**Wiring by layer**

Only two layers are drawn.
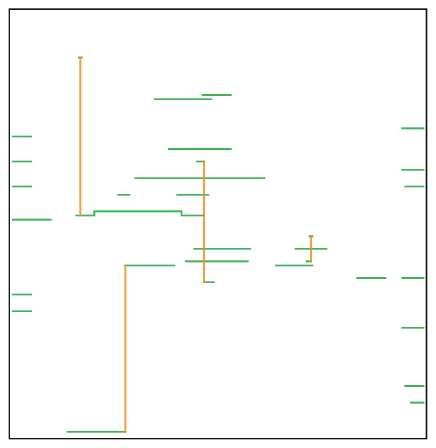
**I/O nets highlighted**

The bar under the picture is 20 microns long.
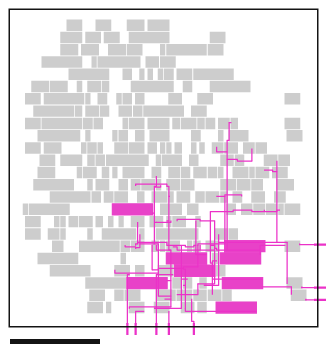
**Register map, names as in the netlist**

Other sequential cells in the stronger gray, the rest of the logic in the fainter gray.
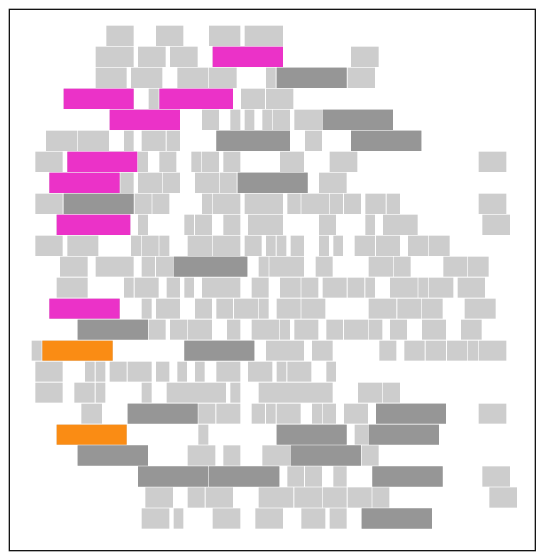
==> config.mk <==
export PLATFORM = sky130hd
export DESIGN_NAME = tick_prescaler_flat
export DESIGN_NICKNAME = d
export VERILOG_FILES = /design/src/rtl/tick_prescaler_pkg.sv /design/src/rtl/tick_prescaler_if.sv /design/src/rtl/tick_prescaler_shadow_reg.sv /design/src/rtl/tick_prescaler.sv /design/src/flat_wrapper.sv
export SDC_FILE = /design/constraint.sdc
export NUM_CORES = 1
export LEC_CHECK = 0
export CAP_MARGIN = 15
export CORE_AREA = 2 2 66 68
export DETAILED_ROUTE_END_ITERATION = 7
export DIE_AREA = 0 0 68 70
export HOLD_SLACK_MARGIN = 0.03
export PLACE_DENSITY = 0.79
export RECOVER_POWER = 50
export SLEW_MARGIN = 0
export SYNTH_ARGS = -nofsm -noshare
export SYNTH_HDL_FRONTEND = slang
export SYNTH_SLANG_ARGS = --single-unit
==> constraint.sdc <==
create_clock -name clk -period 4.76 [get_ports clk]
set_input_delay 0.952 -clock clk [delete_from_list [all_inputs] [get_ports clk]]
set_output_delay 0.952 -clock clk [all_outputs]
set_load 0.005 [all_outputs]
==> job_summary.md <==
### Flow metrics

| Metric | Value |
|---|---|
| Cell family with the largest share of critical-path delay | `simple AND/OR/NAND/NOR gates` |
| Worst Hold Depth | `1` |
| Sw frac | `44.63%` |
| Sink Count | `29` |
| Reg clk slew, reported paths | `0.06 ns` |
| Gate Area | `0.001106 sq mm` |
| Yosys adder share | `1.919%` |
| RD Place Congestion | `0.8112` |
| Buffering overhead | `13.07%` |
| Register-to-Register Path Depth | `8` |
| Worst path depth | `8` |
| Worst setup margin | `1.420 ns` |
| H-Tree Depth | `2` |
| Starting DRT DRC Count | `143` |
| Distinct lib cells used | `55` |
| Inverters excl. clock | `8` |
| CTS Hold Bufs | `0` |
| Highest clock rate | `0.2994 GHz` |
| Average cell area after synthesis | `9.540 sq um` |
| Met3 WL | `173 microns` |
| # Taps | `52` |
| Startpoint types | `flop` |
| Crit share post-route | `70.17%` |
| Cell type with the largest total area | `dfrtp_1` |
| Final Power | `0.001235 W` |
| Residual DRC | `0` |
| Die Wd | `68 microns` |
| Non-Filler Instances | `282` |
| PD cells | `531.1 mW/mm^2` |
| Met1 global-route usage | `28.21%` |
| Synth-to-Final Area Change | `18.94%` |
| Leading cell kind | `logic gates` |
| Status | `finished, final reports clean` |
| GRT overflow | `0` |
| CTS Buf Count | `5` |
| Vias in the first global route | `1496` |
| Final setup vio count | `0` |
| Critical-path top delay cell | `o311ai_4` |
| HPWL Detailed | `2864 microns` |
| Antenna cell count | `0` |
| CLK BUF | `8` |
| CTS Root Cell | `clkbuf_8` |
| Met2 Track Usage GR | `27.18%` |
| Seq pwr | `0.000401 W` |
| MI comb cells | `154` |
| Dominant flop cell | `dfrtp_1` |
| Maximum buffer depth of the clock tree | `2` |
| Top cells by area | `dfrtp_1 32%, nand4_1 5.4%, dfstp_2 5.4%` |
| Antenna Violating Nets Remaining | `0` |
| Minimum clock period | `3.340 ns` |
| Worst path arrival time | `3.51 ns` |
| CP bufs+invs | `1` |
| Yosys Chip Area | `0.001956 sq mm` |
| Non-Clock Buffer Count | `31` |
| Pre-CTS setup slack | `1.424 ns` |
| RSZ-0062 raised after global routing | `no` |
| Post-synth EDFFs | `0` |
| Comb/total area | `47.55%` |
| CP Class | `reg2reg` |
| CTS tree | `yes` |
| Clk tree area frac | `3.873%` |
| Clock share of power | `16.6%` |
## Picture notes: 'wiring by layer'
legend:
  orange:
    layer: met4
    wire_length: 76.8 microns
  green:
    layer: met3
    wire_length: 173 microns
routed vias: 1651
final WL: 4101 microns
Avg WL per Cell: 14.54 microns

## Picture notes: 'I/O nets highlighted'
legend:
  magenta:
    port: bus_cnt
    bits: 8
    direction: output
    edge: 5 bottom, 3 right
    end_cells: 8
    buffers: 8
    wire: 501 microns
IO Pins: 31
port bufs: 30

## Picture notes: 'register map, names as in the netlist'
legend:
  magenta:
    name_in_the_netlist: u_core.u_shadow.shadow
    flops: 8
    where: top left
  orange:
    name_in_the_netlist: u_core.state
    flops: 2
Sequential Area: 730.7 sq um
fin util: 56.13%
flop share of the area: 31.41%

-- placed cells by master (no fill, tap or decap), types with 2 or more instances in the layout --
master	Yosys	final
and2_1	6	6
nand4_1	17	17
inv_1	8	8
nand2_1	20	20
dfrtp_1	25	25
nor2_1	9	9
a311oi_1	3	3
clkbuf_1	5	3
o211ai_1	4	4
xor2_1	5	5
o21a_1	4	4
a21oi_1	3	3
or2_2	2	2
clkdlybuf4s50_1	0	27
nand3_1	9	9
dfstp_2	4	4
o21ai_0	2	2
or4_1	2	2
xnor2_1	7	7
and3_1	3	3
dlygate4sd3_1	0	3
nand3_2	4	4
ha_1	3	3
clkbuf_8	0	6
o31ai_1	2	2
or4b_2	2	2
nor2b_1	4	4
nand2b_1	3	3
mux2_2	8	8
a22o_1	8	8
Power figures rest on the tool's default switching activity, not on a simulated workload.
